<file path="src/rtl/seq_stim_pkg.sv">
// Shared definitions for the sequenced x/y stimulus generator: default sizing,
// counter width derivation and the launch FSM state encoding.
package seq_stim_pkg;

    localparam int DEF_NUM_CH  = 4;
    localparam int DEF_MAX_DLY = 7;

    typedef enum logic [1:0] {
        IDLE = 2'd0,
        RUN  = 2'd1,
        FIN  = 2'd2
    } state_t;

    // Width of one per-channel spacing field; must be able to hold max_dly.
    function automatic int dly_width(input int max_dly);
        return $clog2(max_dly + 1);
    endfunction

endpackage

</file>
<file path="src/rtl/seq_stim_chan.sv">
// One x/y channel: latches its spacing at launch, emits x immediately and y
// when its down-counter runs out, and reports when the counter has expired.
module seq_stim_chan
    import seq_stim_pkg::*;
#(
    parameter int MAX_DLY = DEF_MAX_DLY,
    parameter int DLY_W   = dly_width(MAX_DLY)
) (
    input  logic             clk,
    input  logic             rst_n,
    input  logic             i_load,
    input  logic             i_run,
    input  logic             i_en,
    input  logic             i_kill,
    input  logic [DLY_W-1:0] i_dly,
    output logic             o_x,
    output logic             o_y,
    output logic             o_expired
);

    logic [DLY_W:0]   w_dly_ext;
    logic [DLY_W-1:0] w_dly_clamp;
    logic [DLY_W-1:0] r_cnt;
    logic             r_kill;
    logic             r_x;
    logic             r_y;

    // Compare one bit wider so the test stays meaningful when MAX_DLY fills the field.
    assign w_dly_ext   = {1'b0, i_dly};
    assign w_dly_clamp = (w_dly_ext > (DLY_W+1)'(MAX_DLY)) ? DLY_W'(MAX_DLY) : i_dly;

    // NOTE: sequential state uses non-blocking assignments so every flop samples
    // pre-edge values and the block order never changes behaviour.
    always_ff @(posedge clk or negedge rst_n) begin
        if (!rst_n) begin
            r_cnt  <= '0;
            r_kill <= 1'b0;
            r_x    <= 1'b0;
            r_y    <= 1'b0;
        end else if (i_load) begin
            r_kill <= i_kill;
            r_x    <= i_en;
            r_y    <= i_en & ~i_kill & (w_dly_clamp == '0);
            r_cnt  <= i_en ? w_dly_clamp : '0;
        end else begin
            r_x <= 1'b0;
            if (i_run && (r_cnt != '0)) begin
                r_cnt <= r_cnt - DLY_W'(1);
                r_y   <= (r_cnt == DLY_W'(1)) & ~r_kill;
            end else begin
                r_y <= 1'b0;
            end
        end
    end

    assign o_x       = r_x;
    assign o_y       = r_y;
    assign o_expired = (r_cnt == '0);

endmodule

</file>
<file path="src/rtl/seq_stim_gen.sv">
// Launch sequencer: one start fires x on every enabled channel, then y after each
// channel's spacing; busy/done frame the launch and start_err flags rejected starts.
module seq_stim_gen
    import seq_stim_pkg::*;
#(
    parameter  int NUM_CH  = DEF_NUM_CH,
    parameter  int MAX_DLY = DEF_MAX_DLY,
    localparam int DLY_W   = dly_width(MAX_DLY)
) (
    input  logic                    clk,
    input  logic                    rst_n,
    input  logic                    start,
    input  logic [NUM_CH*DLY_W-1:0] dly,
    input  logic [NUM_CH-1:0]       en_ch,
    input  logic [NUM_CH-1:0]       y_kill,
    output logic [NUM_CH-1:0]       x,
    output logic [NUM_CH-1:0]       y,
    output logic                    busy,
    output logic                    done,
    output logic                    start_err
);

    state_t            r_state;
    logic              r_busy;
    logic              r_done;
    logic              r_start_err;
    logic              w_launch;
    logic              w_run;
    logic [NUM_CH-1:0] w_expired;

    assign w_launch = start && (r_state == IDLE);
    assign w_run    = (r_state == RUN);

    genvar gi;
    generate
        for (gi = 0; gi < NUM_CH; gi++) begin : g_ch
            seq_stim_chan #(
                .MAX_DLY (MAX_DLY),
                .DLY_W   (DLY_W)
            ) u_chan (
                .clk       (clk),
                .rst_n     (rst_n),
                .i_load    (w_launch),
                .i_run     (w_run),
                .i_en      (en_ch[gi]),
                .i_kill    (y_kill[gi]),
                .i_dly     (dly[gi*DLY_W +: DLY_W]),
                .o_x       (x[gi]),
                .o_y       (y[gi]),
                .o_expired (w_expired[gi])
            );
        end
    endgenerate

    // Disabled channels load a zero count, so they always read as expired.
    always_ff @(posedge clk or negedge rst_n) begin
        if (!rst_n) begin
            r_state     <= IDLE;
            r_busy      <= 1'b0;
            r_done      <= 1'b0;
            r_start_err <= 1'b0;
        end else begin
            r_start_err <= start && (r_state != IDLE);
            case (r_state)
                IDLE: begin
                    if (start) begin
                        r_busy <= 1'b1;
                        // With nothing enabled the launch finishes in its first cycle.
                        if (|en_ch) begin
                            r_state <= RUN;
                        end else begin
                            r_state <= FIN;
                            r_done  <= 1'b1;
                        end
                    end
                end
                RUN: begin
                    if (&w_expired) begin
                        r_state <= FIN;
                        r_done  <= 1'b1;
                    end
                end
                FIN: begin
                    r_state <= IDLE;
                    r_busy  <= 1'b0;
                    r_done  <= 1'b0;
                end
                default: begin
                    r_state <= IDLE;
                    r_busy  <= 1'b0;
                    r_done  <= 1'b0;
                end
            endcase
        end
    end

    assign busy      = r_busy;
    assign done      = r_done;
    assign start_err = r_start_err;

endmodule

</file>
<file path="config.mk">
export PLATFORM = sky130hd
export DESIGN_NAME = seq_stim_gen
export DESIGN_NICKNAME = d
export VERILOG_FILES = /design/src/rtl/seq_stim_pkg.sv /design/src/rtl/seq_stim_chan.sv /design/src/rtl/seq_stim_gen.sv
export SDC_FILE = /design/constraint.sdc
export NUM_CORES = 1
export LEC_CHECK = 0
export CAP_MARGIN = 20
export CORE_ASPECT_RATIO = 0.7
export CORE_MARGIN = 2
export CORE_UTILIZATION = 40
export DETAILED_ROUTE_END_ITERATION = 10
export DONT_BUFFER_PORTS = 1
export SLEW_MARGIN = 20
export SYNTH_ARGS = -nofsm -noshare
export SYNTH_HDL_FRONTEND = slang
export SYNTH_SLANG_ARGS = --single-unit
export TNS_END_PERCENT = 5
</file>
<file path="constraint.sdc">
create_clock -name clk -period 3.1 [get_ports clk]
set_clock_uncertainty 0.05 [all_clocks]
set_input_delay 0.62 -clock clk [delete_from_list [all_inputs] [get_ports clk]]
set_output_delay 0.62 -clock clk [all_outputs]
set_load 0.1 [all_outputs]
</file>
Run 1, signal wires on met1:
(3 px per µm) Supply wires on this layer in gray.
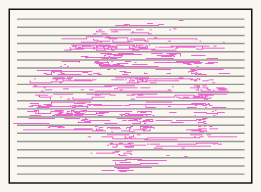
- share of all routed wire: 47%
- nets with wire on the layer: 171
- wire length on this layer: 1,570 µm
- longest straight run: 26.2 µm
via count: 1,163
wirelength, routed: 3.33 mm
met1 Usage GRT: 20.0%

Run 1, routed clock nets over the placement:
(4 px per µm)
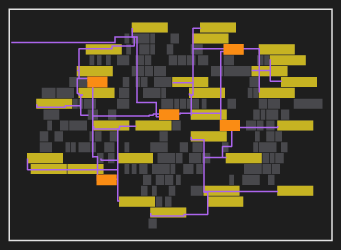
- yellow: flip-flops (count 29)
- orange: cells driving clock nets (count 5)
- purple: clock wires (length 414 µm)
- routed clock nets: 6

Run 1, cell area per tile:
(4 px per µm) The die is cut into 8 by 6 equal tiles; white is low, dark blue is high, 0 to 100% covered.
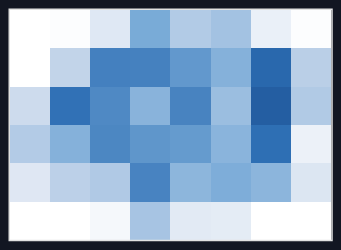
- mean over tiles: 35%
- emptiest ninth of the die: bottom left
- nearly empty tiles: 17%
- tiles over 75% full: 4.2%

Run 1, the metal 3 layer:
(6 px per µm)
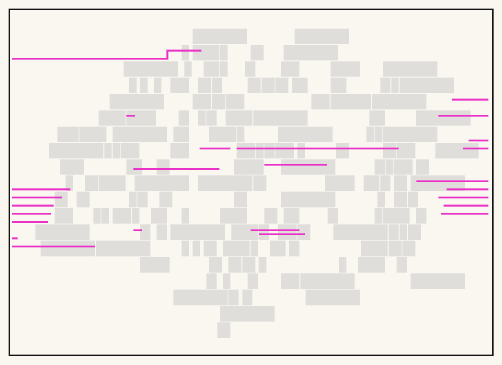
- main direction: horizontal
- nets with wire on the layer: 21
- share of all routed wire: 6.6%
- wire length on this layer: 218 µm
met3 Resource Use GR: 5.54%

==> flow_summary_export.csv, run 1 <==
group,metric,value,unit
route,drt.antenna.violating_nets,0,
logic_synthesis,edf_count,0,
clock_network,cts_buffers,5,
power,max-vdd-ir-drop,0.410,mV
floorplanning,core_area,0.00392,mm²
floorplanning,die_h,57.4,µm
sta,hold_viol_final,0,
logic_synthesis,logic_family,"simple AND/OR/NAND/NOR gates",
sta,whs,0.105,ns
clock_network,clock-sinks,29,
power,power_leakage,0.794,nW
logic_synthesis,synth_area_per_cell,10.1,µm²
critical_path,r2r-end,"g_ch[3].u_chan.r_cnt[1]$_DFFE_PN0P_",
route,highest_layer,"met4",
power,pg_seq,0.846,mW
logic_synthesis,yosysTopAreaCell,"dfrtp_1",
power,pwr-share-seq,49.4,%
route,first_pass_iters,4,
logic_synthesis,ys_cells,162,
placed_design,dp_slack,1.24,ns
logic_synthesis,fa_ha_area_share,9.20,%
placed_design,numPortBuffers,0,
cells_and_area,sh_seq_area,43.2,%
critical_path,path_depth,0,
floorplanning,ios,34,
floorplanning,die.size.x,80.3,µm
global_route,grt_pass1_wl,5.39,mm
cells_and_area,drive_gt1_share,7.01,%
sta,max_freq,529,MHz
logic_synthesis,async_flop_share,100,%
critical_path,path_class,"flop to primary output",
power,total_power,1.71,mW
power,power_clock,0.301,mW
clock_network,post-cts-setup-buffers,0,
global_route,grt_overflow,0,
cells_and_area,largest_register,"g_ch.u_chan.r_cnt",
critical_path,critPathLaunchType,"flop",
clock_network,clk_pin_slew,0.07,ns
clock_network,clockBufferDepth,2,
global_route,antenna_found_initial,0,
critical_path,critical_path.endpoint,"done",
cells_and_area,dominant_cells,"logic gates",
placed_design,placed_cells,200,
logic_synthesis,yosysMostFrequentCell,"dfrtp_1",
power,power.switching,0.767,mW
placed_design,post_dp_cell_area,0.00158,mm²
floorplanning,taps,52,
clock_network,htreeDepth,2,
logic_synthesis,synth_cells,162,
placed_design,globalplace.congestion,0.808,
cells_and_area,comb_area,728,µm²
global_route,grt_pass1_vias,1174,
sta,finalClockPeriodUsage,61.0,%
clock_network,clock_latency,0.28,ns
run,warning_count,33,
cells_and_area,logic_gates,104,
cells_and_area,area_delta_synth_final,3.07,%
clock_network,cts_hold_buf,1,
critical_path,critPathMaxFanout,2,
outcome,status,"completed",
power,switching_share,44.8,%
cells_and_area,diodes,0,
logic_synthesis,ys_seq_share,44.5,%
power,maxPowerGroup,"registers",
logic_synthesis,mux_area_share,1.30,%
floorplanning,rows,19,
power,clock_power_share,17.6,%
cells_and_area,design.seq.count,29,
global_route,grt_use_total,15.6,%
logic_synthesis,yosys.area.top_type_share,44.5,%
placed_design,hpwlAfterDp,2.46,mm
clock_network,cts_tree,"done",
floorplanning,die_area,0.00461,mm²
logic_synthesis,ys_sh_aoi,14.1,%
global_route,grt_max_degree,30,
run,maxCapViolCount,0,
worst_hold_path,worstHoldPathType,"primary input to asynchronous set/reset pin",
cells_and_area,inv_count,15,
critical_path,crit_arrival,1.22,ns
critical_path,critPathCaptureType,"primary output",
sta,fin_setup_tns,0,ns
clock_network,cts_resized,0,
logic_synthesis,ys_ff,29,
cells_and_area,layout_top_cell,"dfrtp_1",
floorplanning,fp-utilization,41.6,%
critical_path,timing.rr.start,"r_state[0]$_DFFE_PN0P_",
clock_network,ctsRootBufferMaster,"clkbuf_8",
cells_and_area,final.fill_count,405,
sta,postLayoutSetupSlackWorst,1.21,ns
critical_path,r2r_slack,1.33,ns
global_route,busiest_layer,"met2",
cells_and_area,instances_no_fill,209,
cells_and_area,seqCellArea,726,µm²
logic_synthesis,netlist_area,0.00163,mm²
cells_and_area,num-nonclk-buffers,1,
power,p_comb_share,33.0,%
sta,fin_crit,1.89,ns
cells_and_area,nets,191,
power,internal-power,0.946,mW
cells_and_area,design_area,0.00168,mm²
logic_synthesis,yosysWarnings,0,
global_route,grt_use_met2,24.0,%
logic_synthesis,common_cells,"dfrtp_1 (29), inv_1 (15), nand2_1 (15)",
logic_synthesis,synth-simple-area-share,20.0,%
power,cellPowerDensity,1020,mW/mm²
route,drc,0,
sta,final-setup-viol-count,0,
logic_synthesis,area_leaders,"dfrtp_1 (44%), ha_1 (9.2%), buf_4 (3.7%), buf_6 (3.5%), inv_1 (3.5%)",
cells_and_area,largest_reg_flops,12,
logic_synthesis,synth.distinct_cells,35,
route,drt_iter0_markers,74,
logic_synthesis,ff_type,"dfrtp_1",
critical_path,rr_worst_depth,3,
logic_synthesis,yosys_area,0.00163,mm²
route,routedWlPerCell,15.9,µm
route,wl_met2,1.50,mm
cells_and_area,clkbuf_count,5,
critical_path,startpoint,"done$_DFFE_PN0P_",
Run 1, clock nets:
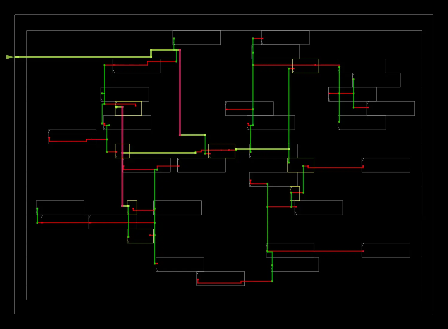

==> run 2, diff against run 1 <==
Clock period 3.1 ns to 1.64 ns, I/O delays scaled along.
Run 2, clock nets:
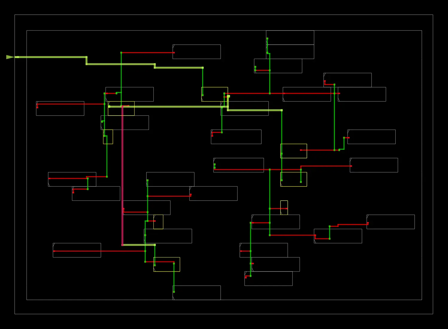
Num CTS Buffers: 5
Late-Pin Clk Latency: 0.28 ns
Flops: 29
CTS sink count: 29
Clock Power: 0.566 mW

Run 2, routed clock nets over the placement:
(4 px per µm)
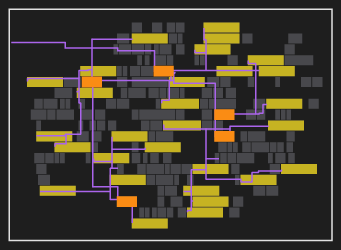
- yellow: flip-flops (count 29)
- purple: clock wires (length 423 µm)
- orange: cells driving clock nets (count 5)
- routed clock nets: 6
- flops lie: spread over the die
Clk network pwr share: 16.1%

Run 2, cell area per tile:
(4 px per µm) The die is cut into 8 by 6 equal tiles; white is low, dark blue is high, 0 to 100% covered.
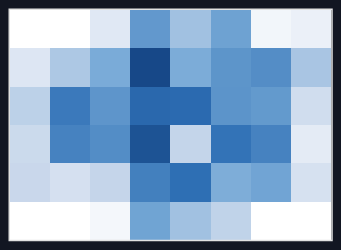
- emptiest ninth of the die: bottom left
- mean over tiles: 39%
- densest ninth of the die: middle
- fullest tile: 90%

==> flow_summary_export.csv, run 2 <==
group,metric,value,unit
cells_and_area,num-nonclk-buffers,23,
logic_synthesis,synth-simple-area-share,20.0,%
cells_and_area,layout_top_cell,"dfrtp_1",
critical_path,rr_worst_depth,6,
critical_path,critical_path.endpoint,"done",
route,drc,0,
logic_synthesis,ys_seq_share,44.5,%
floorplanning,rows,19,
placed_design,post_dp_cell_area,0.00173,mm²
run,maxCapViolCount,0,
cells_and_area,final.fill_count,369,
floorplanning,core_area,0.00392,mm²
route,first_pass_iters,4,
logic_synthesis,common_cells,"dfrtp_1 (29), inv_1 (15), nand2_1 (15)",
logic_synthesis,fp_nets,197,
logic_synthesis,logic_family,"simple AND/OR/NAND/NOR gates",
cells_and_area,design_area,0.00188,mm²
placed_design,globalplace.congestion,0.864,
critical_path,r2r_slack,0.05,ns
cells_and_area,largest_register,"g_ch.u_chan.r_cnt",
placed_design,dp_slack,-0.0462,ns
sta,whs,0.100,ns
logic_synthesis,synth.distinct_cells,35,
logic_synthesis,yosys.area.top_type_share,44.5,%
clock_network,cts_tree,"done",
global_route,met1_usage,22.9,%
logic_synthesis,ys_sh_aoi,14.1,%
power,p_comb_share,48.4,%
critical_path,timing.rr.start,"g_ch[0].u_chan.r_cnt[1]$_DFFE_PN0P_",
critical_path,path_class,"flop to primary output",
route,routedWlPerCell,15.3,µm
sta,postLayoutSetupSlackWorst,0.0416,ns
route,routed_wl,3.54,mm
route,highest_layer,"met4",
logic_synthesis,synth_cells,162,
power,power.switching,1.52,mW
power,internal-power,1.99,mW
route,vias,1244,
logic_synthesis,yosysWarnings,0,
critical_path,r2r-end,"g_ch[0].u_chan.r_cnt[2]$_DFFE_PN0P_",
global_route,grt_pass1_wl,5.90,mm
cells_and_area,instances_no_fill,231,
power,power_leakage,0.905,nW
logic_synthesis,edf_count,0,
cells_and_area,dominant_cells,"logic gates",
global_route,use_met3,5.85,%
logic_synthesis,yosysMostFrequentCell,"dfrtp_1",
cells_and_area,area_delta_synth_final,15.3,%
clock_network,clk_pin_slew,0.07,ns
clock_network,cts_hold_buf,2,
floorplanning,die.size.x,80.3,µm
logic_synthesis,yosys_area,0.00163,mm²
route,drt_iter0_markers,60,
logic_synthesis,fa_ha_area_share,9.20,%
logic_synthesis,async_flop_share,100,%
logic_synthesis,ys_ff,29,
global_route,busiest_layer,"met2",
power,maxPowerGroup,"combinational logic",
clock_network,htreeDepth,2,
cells_and_area,inv_count,15,
cells_and_area,seqCellArea,728,µm²
clock_network,cts_resized,2,
placed_design,placed_cells,220,
cells_and_area,largest_reg_flops,12,
logic_synthesis,synth_area_per_cell,10.1,µm²
floorplanning,taps,52,
cells_and_area,drive_gt1_share,22.3,%
cells_and_area,comb_area,761,µm²
cells_and_area,clkbuf_count,6,
critical_path,critPathMaxFanout,2,
power,cellPowerDensity,1870,mW/mm²
sta,finalClockPeriodUsage,97.5,%
route,dr_wl_met3,238,µm
run,warning_count,34,
power,max-vdd-ir-drop,0.916,mV
logic_synthesis,mux_area_share,1.30,%
global_route,grt_use_met2,25.6,%
clock_network,ctsRootBufferMaster,"clkbuf_8",
sta,max_freq,626,MHz
sta,final-setup-viol-count,0,
logic_synthesis,yosysTopAreaCell,"dfrtp_1",
worst_hold_path,worstHoldPathType,"primary input to flop",
logic_synthesis,ff_type,"dfrtp_1",
cells_and_area,diodes,0,
floorplanning,ios,34,
sta,fin_crit,1.60,ns
floorplanning,die_h,57.4,µm
placed_design,numPortBuffers,0,
global_route,antenna_found_initial,0,
power,total_power,3.52,mW
logic_synthesis,area_leaders,"dfrtp_1 (44%), ha_1 (9.2%), buf_4 (3.7%), buf_6 (3.5%), inv_1 (3.5%)",
route,wl_met2,1.63,mm
global_route,grt_use_total,17.1,%
clock_network,clockBufferDepth,2,
global_route,grt_overflow,0,
cells_and_area,sh_seq_area,38.7,%
placed_design,hpwlAfterDp,2.70,mm
cells_and_area,nets,213,
route,drt.antenna.violating_nets,0,
power,switching_share,43.3,%
floorplanning,fp-utilization,41.6,%
logic_synthesis,ys_cells,162,
critical_path,crit_arrival,1.22,ns
outcome,status,"completed",
sta,fin_setup_tns,0,ns
logic_synthesis,netlist_area,0.00163,mm²
critical_path,worstPathRequired,1.26,ns
power,pg_seq,1.25,mW
critical_path,critPathLaunchType,"flop",
global_route,grt_max_degree,30,
==> run 3, diff against run 2 <==
Settings changed: CTS_CLUSTER_SIZE set to 20.
Run 3, the metal 3 layer:
(6 px per µm)
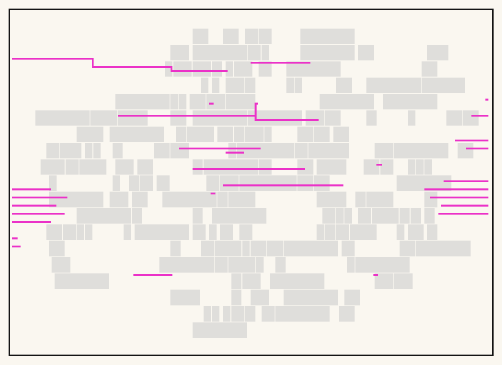
- wire length on this layer: 238 µm
- longest straight run: 22.8 µm
- nets with wire on the layer: 25
- main direction: horizontal
- share of all routed wire: 6.7%

Run 3, clock nets:
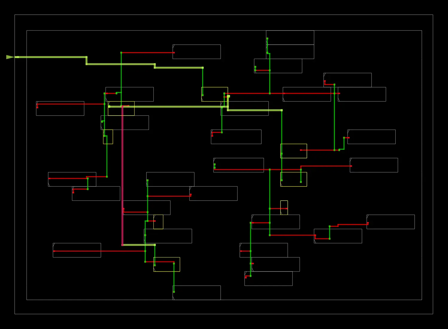
Clock Buffer Count: 6

==> flow_summary_export.csv, run 3 <==
group,metric,value,unit
critical_path,critPathCaptureType,"primary output",
global_route,met1_usage,22.9,%
floorplanning,rows,19,
power,power_leakage,0.905,nW
clock_network,cts_buffers,5,
power,total_power,3.52,mW
cells_and_area,dominant_cells,"logic gates",
logic_synthesis,edf_count,0,
placed_design,globalplace.congestion,0.864,
logic_synthesis,ys_seq_share,44.5,%
placed_design,numPortBuffers,0,
logic_synthesis,logic_family,"simple AND/OR/NAND/NOR gates",
route,drt_iter0_markers,60,
power,p_comb_share,48.4,%
logic_synthesis,ff_type,"dfrtp_1",
logic_synthesis,ys_cells,162,
critical_path,path_class,"flop to primary output",
critical_path,critPathLaunchType,"flop",
power,cellPowerDensity,1870,mW/mm²
logic_synthesis,yosysWarnings,0,
floorplanning,die_area,0.00461,mm²
critical_path,startpoint,"done$_DFFE_PN0P_",
logic_synthesis,synth.distinct_cells,35,
power,pwr-share-seq,35.5,%
power,internal-power,1.99,mW
floorplanning,ios,34,
global_route,grt_overflow,0,
sta,finalClockPeriodUsage,97.5,%
sta,max_freq,626,MHz
critical_path,worstPathRequired,1.26,ns
critical_path,critical_path.endpoint,"done",
route,dr_wl_met3,238,µm
route,vias,1244,
cells_and_area,seqCellArea,728,µm²
power,pg_seq,1.25,mW
route,drc,0,
worst_hold_path,worstHoldPathType,"primary input to flop",
logic_synthesis,synth-simple-area-share,20.0,%
run,maxCapViolCount,0,
cells_and_area,comb_area,761,µm²
logic_synthesis,area_leaders,"dfrtp_1 (44%), ha_1 (9.2%), buf_4 (3.7%), buf_6 (3.5%), inv_1 (3.5%)",
sta,fin_crit,1.60,ns
route,drt.antenna.violating_nets,0,
clock_network,clock_latency,0.28,ns
cells_and_area,layout_top_cell,"dfrtp_1",
clock_network,clock-sinks,29,
logic_synthesis,yosys_area,0.00163,mm²
logic_synthesis,ys_ff,29,
logic_synthesis,yosysTopAreaCell,"dfrtp_1",
cells_and_area,area_delta_synth_final,15.3,%
cells_and_area,drive_gt1_share,22.3,%
critical_path,crit_arrival,1.22,ns
cells_and_area,largest_register,"g_ch.u_chan.r_cnt",
floorplanning,die.size.x,80.3,µm
power,clock_power_share,16.1,%
critical_path,rr_worst_depth,6,
clock_network,clk_pin_slew,0.07,ns
global_route,grt_use_total,17.1,%
logic_synthesis,fa_ha_area_share,9.20,%
cells_and_area,nets,213,
logic_synthesis,ys_sh_aoi,14.1,%
route,first_pass_iters,4,
run,warning_count,34,
floorplanning,die_h,57.4,µm
placed_design,dp_slack,-0.0462,ns
sta,postLayoutSetupSlackWorst,0.0416,ns
logic_synthesis,mux_area_share,1.30,%
floorplanning,taps,52,
clock_network,cts_tree,"done",
critical_path,r2r-end,"g_ch[0].u_chan.r_cnt[2]$_DFFE_PN0P_",
logic_synthesis,netlist_area,0.00163,mm²
logic_synthesis,async_flop_share,100,%
clock_network,ctsRootBufferMaster,"clkbuf_8",
critical_path,path_depth,0,
global_route,grt_pass1_vias,1247,
critical_path,critPathMaxFanout,2,
route,routedWlPerCell,15.3,µm
clock_network,clockBufferDepth,2,
clock_network,cts_resized,2,
global_route,grt_use_met2,25.6,%
logic_synthesis,common_cells,"dfrtp_1 (29), inv_1 (15), nand2_1 (15)",
route,wl_met2,1.63,mm
critical_path,timing.rr.start,"g_ch[0].u_chan.r_cnt[1]$_DFFE_PN0P_",
power,power_clock,0.566,mW
power,power.switching,1.52,mW
cells_and_area,inv_count,15,
logic_synthesis,yosys.area.top_type_share,44.5,%
sta,whs,0.100,ns
sta,final-setup-viol-count,0,
clock_network,htreeDepth,2,
route,routed_wl,3.54,mm
global_route,busiest_layer,"met2",
outcome,status,"completed",
Run 3, cell area per tile:
(4 px per µm) The die is cut into 8 by 6 equal tiles; white is low, dark blue is high, 0 to 100% covered.
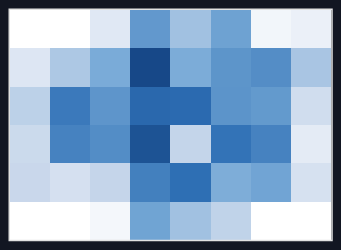
Core Util, Final: 47.9%
core area: 0.00392 mm²
FP Core Util: 41.6%

Power is estimated from default activity; no workload was simulated.
